**Run 1: cell outlines without signal wires**

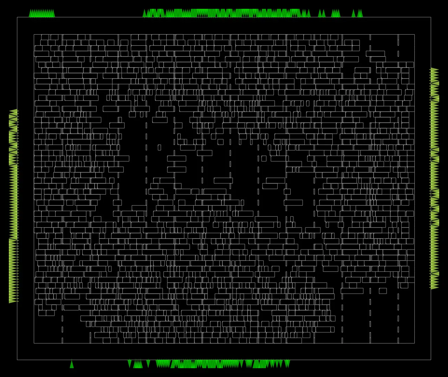
**Run 1: placement density heat map**

20 x 17 tiles, from black (low) to pale yellow (high), 0 to 100% covered.
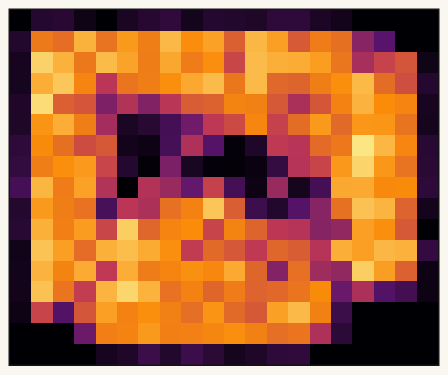
**Run 1: wires at chosen ports, followed through buffers**

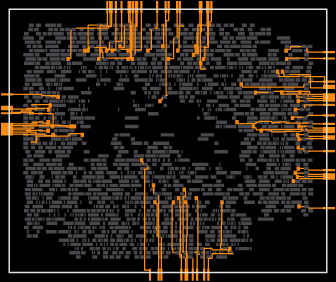
[config.mk]
export PLATFORM = sky130hd
export DESIGN_NAME = solution_search_ctrl
export DESIGN_NICKNAME = d
export VERILOG_FILES = /design/src/rtl/solution_search_ctrl.sv
export SDC_FILE = /design/constraint.sdc
export NUM_CORES = 1
export LEC_CHECK = 0
export CAP_MARGIN = 10
export CORE_AREA = 8 8 196 161
export DETAILED_ROUTE_END_ITERATION = 8
export DIE_AREA = 0 0 204 169
export PLACE_DENSITY = 0.76
export SLEW_MARGIN = 20
export SYNTH_ARGS = -nofsm -noshare
export SYNTH_HDL_FRONTEND = slang
export SYNTH_SLANG_ARGS = --single-unit
[constraint.sdc]
create_clock -name clk -period 5.4 [get_ports clk]
set_input_delay 0.54 -clock clk [delete_from_list [all_inputs] [get_ports clk]]
set_output_delay 0.54 -clock clk [all_outputs]
set_load 0.02 [all_outputs]
[src/rtl/solution_search_ctrl.sv]
// Sequencer that walks LFSR candidates through a combinational constraint checker and tracks the best hit.
// Latency: start->first chk_valid 1 cycle; each candidate costs >=2 cycles (handshake + result).
// Backpressure: chk_cand is held stable while chk_ready is low; one candidate outstanding at most.
module solution_search_ctrl #(
  parameter int                CAND_W = 64,
  parameter int                NUM_C  = 22,
  parameter int                TRY_W  = 16,
  parameter logic [CAND_W-1:0] POLY   = 64'hD800000000000000
) (
  input  logic                         clk,
  input  logic                         rst,
  input  logic                         start,
  input  logic                         abort,
  input  logic [CAND_W-1:0]            seed,
  input  logic [TRY_W-1:0]             max_tries,
  output logic                         chk_valid,
  input  logic                         chk_ready,
  output logic [CAND_W-1:0]            chk_cand,
  input  logic                         res_valid,
  input  logic [NUM_C-1:0]             res_vec,
  output logic                         busy,
  output logic                         done,
  output logic                         found,
  output logic [CAND_W-1:0]            solution,
  output logic [TRY_W-1:0]             tries,
  output logic [CAND_W-1:0]            best_cand,
  output logic [$clog2(NUM_C+1)-1:0]   best_score
);

  localparam int SCORE_W = $clog2(NUM_C + 1);

  typedef enum logic [1:0] {
    S_IDLE  = 2'd0,
    S_ISSUE = 2'd1,
    S_WAIT  = 2'd2,
    S_DONE  = 2'd3
  } state_t;

  state_t state;
  state_t state_nxt;

  // Generator state, the candidate currently awaiting its result, and the latched budget
  logic [CAND_W-1:0] lfsr;
  logic [CAND_W-1:0] lfsr_nxt;
  logic [CAND_W-1:0] issued;
  logic [TRY_W-1:0]  budget;

  // Per-cycle decode of the interesting events
  logic               start_ok;
  logic               hs;
  logic               res_take;
  logic               sat;
  logic               last_try;
  logic [SCORE_W-1:0] score;

  // Number of satisfied constraints in one result vector
  function automatic logic [SCORE_W-1:0] popcount(input logic [NUM_C-1:0] v);
    logic [SCORE_W-1:0] cnt;
    cnt = '0;
    for (int i = 0; i < NUM_C; i++) begin
      cnt = cnt + SCORE_W'(v[i]);
    end
    return cnt;
  endfunction

  // Event decode; abort takes priority over start, and start is only honoured when not busy
  always_comb begin
    start_ok = start && !abort && ((state == S_IDLE) || (state == S_DONE));
    hs       = (state == S_ISSUE) && chk_ready;
    res_take = (state == S_WAIT) && res_valid;
    sat      = &res_vec;
    score    = popcount(res_vec);
    last_try = ((tries + TRY_W'(1)) == budget);
    lfsr_nxt = lfsr[0] ? ((lfsr >> 1) ^ POLY) : (lfsr >> 1);
  end

  // State register
  always_ff @(posedge clk) begin
    if (rst) begin
      state <= S_IDLE;
    end else begin
      state <= state_nxt;
    end
  end

  // Next-state logic and state-decoded outputs
  always_comb begin
    state_nxt = state;
    chk_valid = 1'b0;
    chk_cand  = '0;
    busy      = 1'b0;
    done      = 1'b0;

    unique case (state)
      S_IDLE: begin
        if (start_ok) begin
          state_nxt = (max_tries == '0) ? S_DONE : S_ISSUE;
        end
      end
      S_ISSUE: begin
        chk_valid = 1'b1;
        chk_cand  = lfsr;
        busy      = 1'b1;
        if (hs) begin
          state_nxt = S_WAIT;
        end
      end
      S_WAIT: begin
        busy = 1'b1;
        if (res_take) begin
          if (sat || last_try) begin
            state_nxt = S_DONE;
          end else begin
            state_nxt = S_ISSUE;
          end
        end
      end
      S_DONE: begin
        done = 1'b1;
        if (start_ok) begin
          state_nxt = (max_tries == '0) ? S_DONE : S_ISSUE;
        end
      end
      default: state_nxt = S_IDLE;
    endcase

    if (abort) begin
      state_nxt = S_IDLE;
    end
  end

  // Datapath: LFSR, try counter, result capture and best-candidate tracking
  always_ff @(posedge clk) begin
    if (rst) begin
      lfsr       <= CAND_W'(1);
      issued     <= '0;
      budget     <= '0;
      tries      <= '0;
      found      <= 1'b0;
      solution   <= '0;
      best_cand  <= '0;
      best_score <= '0;
    end else if (abort) begin
      // Abort drops the verdict but keeps the statistics for the caller to inspect
      found <= 1'b0;
    end else begin
      if (start_ok) begin
        lfsr       <= (seed == '0) ? CAND_W'(1) : seed;
        budget     <= max_tries;
        tries      <= '0;
        found      <= 1'b0;
        solution   <= '0;
        best_cand  <= '0;
        best_score <= '0;
      end
      if (hs) begin
        issued <= lfsr;
        lfsr   <= lfsr_nxt;
      end
      if (res_take) begin
        tries <= tries + TRY_W'(1);
        // Strict compare: ties keep the earlier candidate
        if (score > best_score) begin
          best_cand  <= issued;
          best_score <= score;
        end
        if (sat) begin
          solution <= issued;
          found    <= 1'b1;
        end
      end
    end
  end

endmodule

==> results.json, run 1 <==
{
  "syn2layout_area_growth_pct": 39.6,
  "gr-total-overflow": 0,
  "dp.cells": 1919,
  "worst-path-buf-inv": 6,
  "outcome": "completed",
  "yosysChipArea_um2": 12200,
  "cp_common_cell": "fa_1",
  "hold_buffers": 0,
  "grt_util_met1": 0.315,
  "drv_cap": 0,
  "rows": 56,
  "top_cells_by_area": "dfxtp_1, a22o_1, nand2_1",
  "p_per_area_nw_per_um2": 339,
  "final_area_um2": 17100,
  "final-hold-violation-count": 0,
  "cts.sinks": 296,
  "relSlewSlack": 0.385,
  "power.total_uw": 5790,
  "ys_ff": 296,
  "drc": 0,
  "grt_pass1_vias": 10900,
  "tritoncts": "done",
  "end_kind": "register",
  "drt_iter0_markers": 860,
  "synth_cell_types": 56,
  "synth_nets": 1440,
  "ys_warn_count": 0,
  "grt_max_degree": 125,
  "place_congestion": 0.885,
  "chipArea_um2": 34500,
  "hp-class": "register to register",
  "path_delay_family": "adder cells",
  "cts_buffer_depth": 3,
  "cts_inserted_buffers": 30,
  "layout.cells.non_filler": 1979,
  "warning_count": 32,
  "fin_crit_ps": 5280,
  "ys_seq_frac": 0.484,
  "crit_chain": "clkdlybuf4s15_1 > inv_1 > fa_1 > inv_1 > fa_1 > inv_2 > fa_1 > fa_1 > fa_1 > inv_2 > ha_4 > fa_2 > ha_4 > nor2b_1 > o21a_1 > o21a_1 > o21a_4 > o21a_4 > buf_12 > a32o_1",
  "nets": 1717,
  "fmax_mhz": 189,
  "edf_count": 0,
  "die_height_um": 169,
  "dieWidth_um": 204,
  "grt_use_met2": 0.352
}
Notes on 'cell outlines without signal wires' above:
seq_cells: 296
num tapcells: 377
fin util: 0.598
filler instances: 2399

Notes on 'placement density heat map' above:
emptiest ninth of the die	lower right
fullest tile	95%
mean over tiles	48%
nearly empty tiles	10%
tiles over 75% full	24%
Starting Density: 0.428
core area: 28600 um2

Notes on 'wires at chosen ports, followed through buffers' above:
colour	port	bits	direction	end cells	buffers	wire
orange	`chk_cand`	64	output	64	64	2240 um
Top Ports: 325
port bufs: 324

run 1: logic make-up after synthesis:
| group | after synthesis | share of synthesized area |
|---|---|---|
| buf+inv | 151 | 0.0481 |
| simple gates | 444 | 0.168 |
| xor+xnor | 27 | 0.0193 |
| mux | 12 | 0.00981 |
| flops | 296 | 0.484 |
| fa+ha+maj | 32 | 0.0419 |
| compound gates | 338 | 0.228 |
run 1: final cells by class:
| type | instances | area, um2 | share of cell area |
|---|---|---|---|
| clock inverters | 15 | 171 | 0.0100 |
| well taps | 377 | 472 | 0.0276 |
| repair buffers | 355 | 3570 | 0.209 |
| clock buffers | 40 | 880 | 0.0515 |
| multi-input cells | 853 | 5900 | 0.345 |
| diodes | 2 | 5.00 | 0.000293 |
| inverters | 41 | 161 | 0.00945 |
| flip-flops and latches | 296 | 5930 | 0.347 |
run 1: state kept, by name, indices dropped and copies added, names as in the netlist:
signal / flops
solution: 64
state: 2
best_cand: 64
tries: 16
budget: 16
found: 1
lfsr: 64
best_score: 5
issued: 64
run 1: metal layers:
metal	wire length (um)	share of wire	vias to the layer above
met5	0	0	-
met2	18500	0.44	521
met3	3420	0.082	81
met1	18600	0.44	5431
li1	-	-	5285
met4	1400	0.034	0
run 1: power breakdown:
group	internal, uW	switching [uW]	leakage (uW)
clock	1290	885	0.000522
sequential	2240	61.8	0.00240
combinational	660	651	0.00343
run 1: Yosys cell counts, types with 3 or more instances:
cell type	count
a21o_1	4
a21oi_1	46
a22o_1	119
a22oi_1	3
a311oi_1	64
a32o_1	62
and2_1	67
buf_1	13
buf_2	8
buf_4	3
clkbuf_1	85
dfxtp_1	296
fa_1	15
ha_1	17
inv_1	41
mux2i_1	12
nand2_1	187
nand3_1	21
nand3b_1	3
nand4_1	12
nor2_1	100
nor2b_1	3
nor3_1	10
nor4_1	23
o211ai_1	4
o21a_1	5
o21ai_0	11
o41ai_1	3
or2_2	3
xnor2_1	17
xor2_1	10
run 1: what timing repair did:
item                                    4_1_cts  5_1_grt
pin swaps                                     9       13
gates resized                                 8       19
setup buffers                                 0        3
endpoints found under the setup margin       69       69
run 1: per-stage QoR:
step / setup WS [ps] / TNS (ps) / util
floorplan: -49.7 / -1840 / -
global placement: -740 / -50210 / 0.556
detailed placement: -831 / -55530 / 0.556
CTS: 0.807 / 0 / 0.594
global route: -21.5 / -42.0 / 0.598
finish: 117 / 0 / 0.598
run 1: worst paths after layout:
path / from / end / slack (ps)
setup / recovery: res_vec[13] / best_cand[26] / 120
hold / removal: budget[6] / budget[6] / 470
setup reg to reg: state[1] / issued[5] / 1890
hold reg to reg: budget[6] / budget[6] / 470
run 1: worst reg2reg max path: stages (launching register included):
cell and delay [ps]:
dfxtp_1 380, inv_1 90, ha_2 150, buf_4 520
nand2_2 600, nor2_1 730, nor2_4 300, buf_4 380
a22o_1 250
**Run 1: met3 routing**

The bar under the picture is 50 um long.
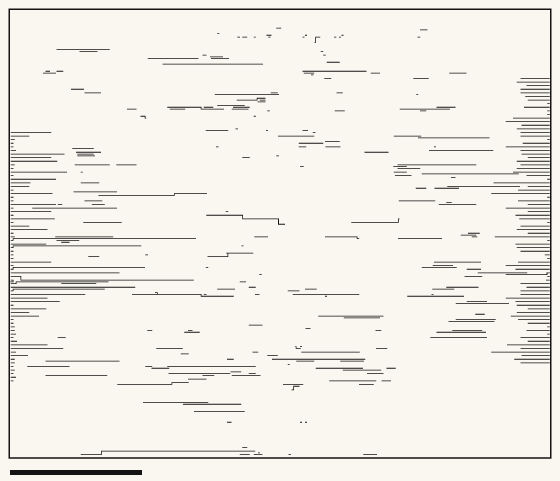

--- run 2 (diff from run 1) ---
ABC_CLOCK_PERIOD_IN_PS = 5400   (was default)
HOLD_SLACK_MARGIN = 0.15   (was default)
SKIP_CTS_REPAIR_TIMING = 1   (was default)
**Run 2: met3 routing**

The bar under the picture is 50 um long.
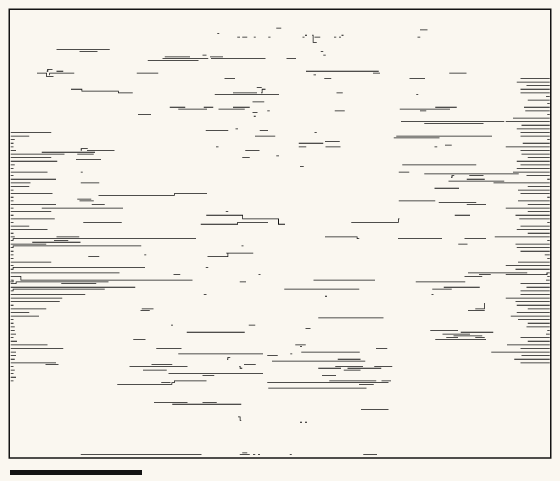
main direction	horizontal
wire length on this layer	3380 um
share of all routed wire	8.1%
nets with wire on the layer	261
routed wire length: 41.9 mm
vias: 11300
GR Util met3: 0.0487

**Run 2: placement density heat map**

20 x 17 tiles, from black (low) to pale yellow (high), 0 to 100% covered.
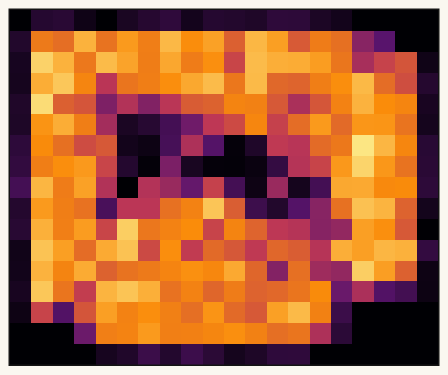
emptiest ninth of the die	lower right
tiles over 75% full	24%
nearly empty tiles	10%
fin util: 0.597

==> run 2 against run 1 <==
  * Via count fell by 0.44%
  * Synthesized cell count unchanged
  * Clock power about the same
  * Critical path type unchanged
  * Highest routed layer unchanged
==> results.json, run 2 <==
{
  "outcome": "completed",
  "synth_nets": 1440,
  "synthTopCellsByCount": "dfxtp_1, nand2_1, a22o_1, nor2_1, clkbuf_1",
  "clkTransAtPathRegs_ps": 60,
  "skew_ps": 17.7,
  "gr-total-overflow": 0,
  "drc": 0,
  "syn_avg_cell_area_um2": 9.42,
  "chipArea_um2": 34500,
  "drv_cap": 0,
  "logic_area_um2": 5890,
  "fmax_mhz": 192,
  "wire_per_inst_um": 21.2,
  "drt_iter0_markers": 826,
  "final-hold-violation-count": 0,
  "hp-class": "register to register",
  "final-seq-area_um2": 5930,
  "rows": 56,
  "ys_warn_count": 0,
  "design.core.area_um2": 28600,
  "cts.sinks": 296,
  "placement.io_buffers": 324,
  "final_area_um2": 17100,
  "top_level_ports": 325,
  "setup.worst_path.start_class": "input port",
  "yosysCellCount": 1300,
  "nFillCells": 2409,
  "dp.cells": 1919,
  "die_height_um": 169,
  "cts_buffer_depth": 3,
  "timing.final.crit_share": 0.966,
  "yosysChipArea_um2": 12200,
  "most_common_cell": "dfxtp_1",
  "power.static_leakage_uw": 0.00634,
  "synthArstFlopShare": 0,
  "ys_seq_frac": 0.484,
  "warning_count": 32,
  "nets": 1715,
  "syn2layout_area_growth_pct": 39.4,
  "rsz0062_at_grt": "no",
  "edf_count": 0,
  "grt_max_degree": 125,
  "dieWidth_um": 204,
  "tritoncts": "done",
  "ys_ff": 296,
  "fin_crit_ps": 5220,
  "layout.cells.non_filler": 1977,
  "top_cells_by_area": "dfxtp_1, a22o_1, nand2_1",
  "grt_pass1_vias": 10900,
  "relSlewSlack": 0.377,
  "cts_inserted_buffers": 30,
  "fp_util": 0.428,
  "synth_cell_types": 56,
  "place_ws_ps": -831,
  "end_kind": "register",
  "place_congestion": 0.885,
  "p_per_area_nw_per_um2": 338,
  "final_common_cell": "clkdlybuf4s50_1",
  "layout_setup_ws_ps": 184
}
run 2: cell count changes in the layout (fill, tap and decap cells not counted), sizes merged:
| cell | delta |
|---|---|
| clkbuf | +1 |
| buf | -3 |
| clkdlybuf4s15 | -1 |
| dlymetal6s2s | +1 |
run 2: path summary, 6_finish.rpt:
path,startpoint,to,slack [ps],depth (start not counted)
max,res_vec[11],best_cand[26],180,20
max reg2reg,state[1],issued[21],1910,8
min,budget[10],budget[10],470,2
min reg2reg,budget[10],budget[10],470,2
run 2: per-layer routing:
metal | share of wire | GRT usage | up-vias | wire length (um)
met5 | 0 | 0 | - | 0
met1 | 0.44 | 0.315 | 5420 | 18600
met3 | 0.081 | 0.0487 | 83 | 3380
li1 | - | - | 5270 | -
met2 | 0.44 | 0.350 | 495 | 18500
met4 | 0.034 | 0.0835 | 0 | 1410
run 2: logic make-up (layout without fill, tap and decap cells):
| logic type | count (synthesis) | in the layout | synth area share |
|---|---|---|---|
| other | 0 | 2 | 0 |
| AND/OR/NAND/NOR | 444 | 444 | 0.168 |
| multiplexers | 12 | 12 | 0.00981 |
| buffers and inverters | 151 | 449 | 0.0481 |
| flip-flops | 296 | 296 | 0.484 |
| adder cells (fa/ha/maj) | 32 | 32 | 0.0419 |
| AND-OR/OR-AND | 338 | 338 | 0.228 |
| XOR/XNOR | 27 | 27 | 0.0193 |
run 2: area by class of cell:
type	count	share of cell area
flip-flops and latches	296	0.347
multi-input cells	853	0.345
repair buffers	353	0.208
clock buffers	40	0.0516
well taps	377	0.0276
clock inverters	15	0.0100
inverters	41	0.00946
diodes	2	0.000293
run 2: report_power, final:
part / internal, uW / switching [uW]
clock: 1290 / 883
sequential: 2240 / 61.7
combinational: 649 / 651
run 2: worst max-delay path: stages:
cell	delay (ps)
clkbuf_2	150
inv_8	30
fa_1	530
inv_1	50
fa_1	520
inv_2	40
fa_1	510
fa_1	430
fa_1	510
inv_1	60
ha_4	160
fa_2	570
ha_4	210
nor2b_1	120
o21a_1	160
o21a_1	170
o21a_4	220
o21a_4	220
buf_12	170
a32o_1	230
run 2: metrics by stage:
step	util	setup TNS [ps]	power (uW)	hold slack [ps]
floorplan	-	-1840	3040	444
global placement	0.556	-50210	3450	458
detailed placement	0.556	-55530	3500	460
CTS	0.593	-16080	5660	444
global route	0.597	0	6060	483
finish	0.597	0	5770	466
**Run 2: cell outlines without signal wires**

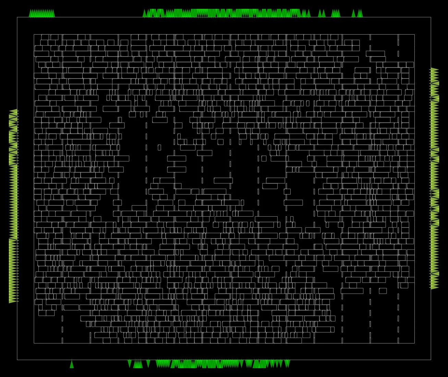

--- run 3 (diff from run 2) ---
CORE_AREA = 8 8 176 178   (was 8 8 196 161)
DIE_AREA = 0 0 184 186   (was 0 0 204 169)
**Run 3: cell outlines without signal wires**

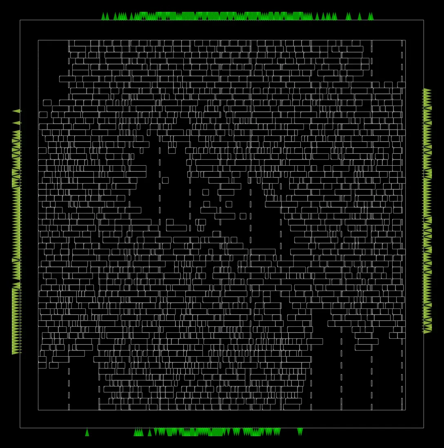
fraction of area in registers: 0.344
num tapcells: 384
Non-Filler Instances: 1995
fin util: 0.609

==> run 3 against run 2 <==
  * Flip-flop count did not move
  * Sequential power about the same
  * Via count is 2.5% higher
  * Clock skew is 8.9 ps lower
  * Non-clock buffer count is 9 higher
==> results.json, run 3 <==
{
  "worst-r2r-setup-slack_ps": 1920,
  "hpwl_mm": 30.1,
  "place_congestion": 0.890,
  "worst_r2r_path_depth": 8,
  "layout_setup_ws_ps": 113,
  "xor_share": 0.0193,
  "nets": 1725,
  "ys_ff": 296,
  "logic_family": "AND-OR/OR-AND gates",
  "die_height_um": 186,
  "final_common_cell": "clkdlybuf4s50_1",
  "place_ws_ps": -905,
  "drive_gt1_frac": 0.0814,
  "syn_inst": 1300,
  "power.static_leakage_uw": 0.00644,
  "rsz0062_at_grt": "no",
  "r2r-end": "lfsr[18]",
  "grt_max_degree": 69,
  "ys_seq_frac": 0.484,
  "hp-class": "input port to register",
  "wl_met3_mm": 3.70,
  "highest_layer": "met4",
  "placement.io_buffers": 324,
  "path_delay_family": "adder cells",
  "warning_count": 30,
  "drv_cap": 0,
  "wl_met2_mm": 19.7,
  "min_path_cells": 2,
  "p_per_area_nw_per_um2": 337,
  "worstReg2RegStart": "state[1]",
  "cp-startpoint": "res_vec[11]",
  "clkTransAtPathRegs_ps": 60,
  "cts_buffer_depth": 3,
  "tritoncts": "done",
  "cp_common_cell": "fa_1",
  "final-hold-violation-count": 0,
  "grt_pass1_wl_mm": 64.9,
  "synth_cell_types": 56,
  "edf_count": 0,
  "fp_util": 0.434,
  "met1_length_mm": 18.4,
  "critPathMaxStageDelay_ps": 530,
  "most_common_cell": "dfxtp_1",
  "crit_chain": "clkbuf_2 > inv_8 > fa_1 > inv_1 > fa_1 > inv_1 > fa_1 > fa_1 > fa_1 > inv_1 > ha_2 > fa_2 > a21o_1 > a21o_1 > ha_4 > and3_1 > a31o_2 > nor2_4 > o21ai_4 > buf_6 > buf_12 > a32o_2",
  "grt_pass1_vias": 11400,
  "tightest_slew_ps": 972,
  "hold_slack_ps": 471,
  "dr.pass1.iters": 5,
  "hp-start": "rst",
  "design.core.area_um2": 28200,
  "top_level_ports": 325,
  "setup.worst_path.start_class": "input port",
  "dieWidth_um": 184,
  "drc": 0,
  "cts.sinks": 296,
  "track_usage": 0.236,
  "drt_iter0_markers": 1081,
  "syn2layout_area_growth_pct": 40.6,
  "ys_sh_mux": 0.00981,
  "timing.final.crit_share": 0.979,
  "fin_crit_ps": 5290,
  "outcome": "completed",
  "synth_nets": 1440,
  "synth_adder_area_share": 0.0419,
  "top_cells_by_area": "dfxtp_1, a22o_1, nand2_1",
  "end_kind": "register",
  "relSlewSlack": 0.350,
  "yosysChipArea_um2": 12200,
  "syn_avg_cell_area_um2": 9.42,
  "h-tree-depth": 1,
  "synthAoiAreaFrac": 0.228,
  "cp_slowest_cell": "fa_1",
  "wire_per_inst_um": 21.7,
  "synthArstFlopShare": 0,
  "yosysCellCount": 1300,
  "rows": 62,
  "fmax_mhz": 189,
  "simple_gate_share": 0.168,
  "skew_ps": 8.84,
  "ys_warn_count": 0,
  "cts_inserted_buffers": 31,
  "chipArea_um2": 34200,
  "synthTopCellsByCount": "dfxtp_1, nand2_1, a22o_1, nor2_1, clkbuf_1",
  "whs_endpoint": "solution[0]",
  "gr-total-overflow": 0,
  "final.setup.tns_ps": 0,
  "worst-path-buf-inv": 7,
  "clk_latency_ps": 560
}
**Run 3: met3 routing**

The bar under the picture is 50 um long.
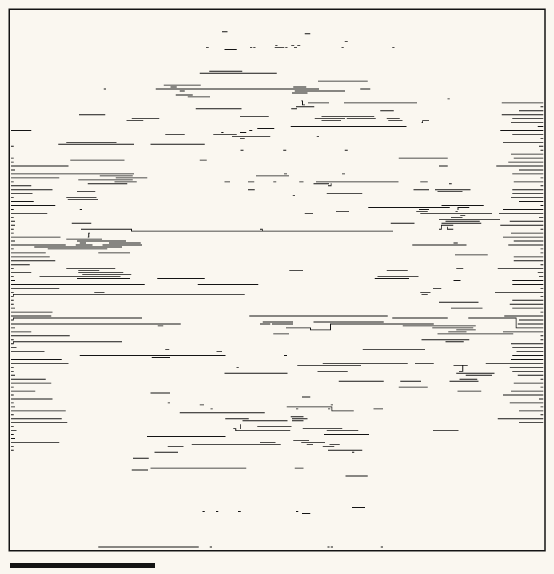
main direction	horizontal
wire length on this layer	3700 um
longest straight run	89.9 um
nets with wire on the layer	290
share of all routed wire	8.6%
vias: 11600
routed wire length: 43.3 mm

## run 3: cell counts after synthesis
No cell type changed its count.
## run 3: worst reg2reg max path, stage by stage (launching register included)
cell,delay [ps]
dfxtp_1,350
inv_1,80
ha_2,620
buf_4,490
nand2_2,180
o21ai_4,700
buf_4,560
nor2_1,120
a311oi_1,280
## run 3: routing by layer
metal	vias to the layer above	GRT usage
met5	-	0
met4	0	0.0994
met3	88	0.0451
met2	591	0.380
met1	5574	0.307
li1	5300	-
## run 3: power by group
part / total [uW] / internal (uW) / switching (uW)
Combinational: 1250 / 615 / 631
Sequential: 2300 / 2240 / 63.6
Clock: 2250 / 1340 / 906
## run 3: cells by family (layout without fill, tap and decap cells)
kind of cell / after synthesis / after routing
AND/OR/NAND/NOR: 444 / 444
buffers and inverters: 151 / 460
AND-OR/OR-AND: 338 / 338
flip-flops: 296 / 296
adder cells (fa/ha/maj): 32 / 32
multiplexers: 12 / 12
XOR/XNOR: 27 / 27
other: 0 / 2
## run 3: area by class of cell
| type | count | area (um2) |
|---|---|---|
| diodes | 2 | 5.00 |
| clock buffers | 37 | 838 |
| clock inverters | 20 | 241 |
| fillers | 2420 | 11000 |
| inverters | 41 | 161 |
| multi-input cells | 853 | 5850 |
| flip-flops and latches | 296 | 5930 |
| well taps | 384 | 480 |
| repair buffers | 362 | 3700 |
## run 3: per-stage QoR
stage / std cells / cell area [um2] / total power, uW
floorplan: 1300 / 12400 / 3040
global placement: 1926 / 15900 / 3450
detailed placement: 1926 / 15900 / 3520
CTS: 1983 / 17000 / 5760
global route: 1995 / 17200 / 6050
finish: 1995 / 17200 / 5800
## run 3: worst max-delay path by stage
| stage | endpoint | depth (start not counted) |
|---|---|---|
| 6_report | best_cand[42] | 22 |
| 5_1_grt | best_score[1] | 20 |
| 4_1_cts | best_cand[35] | 21 |
| 3_5_place_dp | best_cand[32] | 21 |
| 3_3_place_gp | best_cand[35] | 21 |
| 2_1_floorplan | best_cand[30] | 20 |
No activity file was given, so power comes from the tool's default toggle rates.
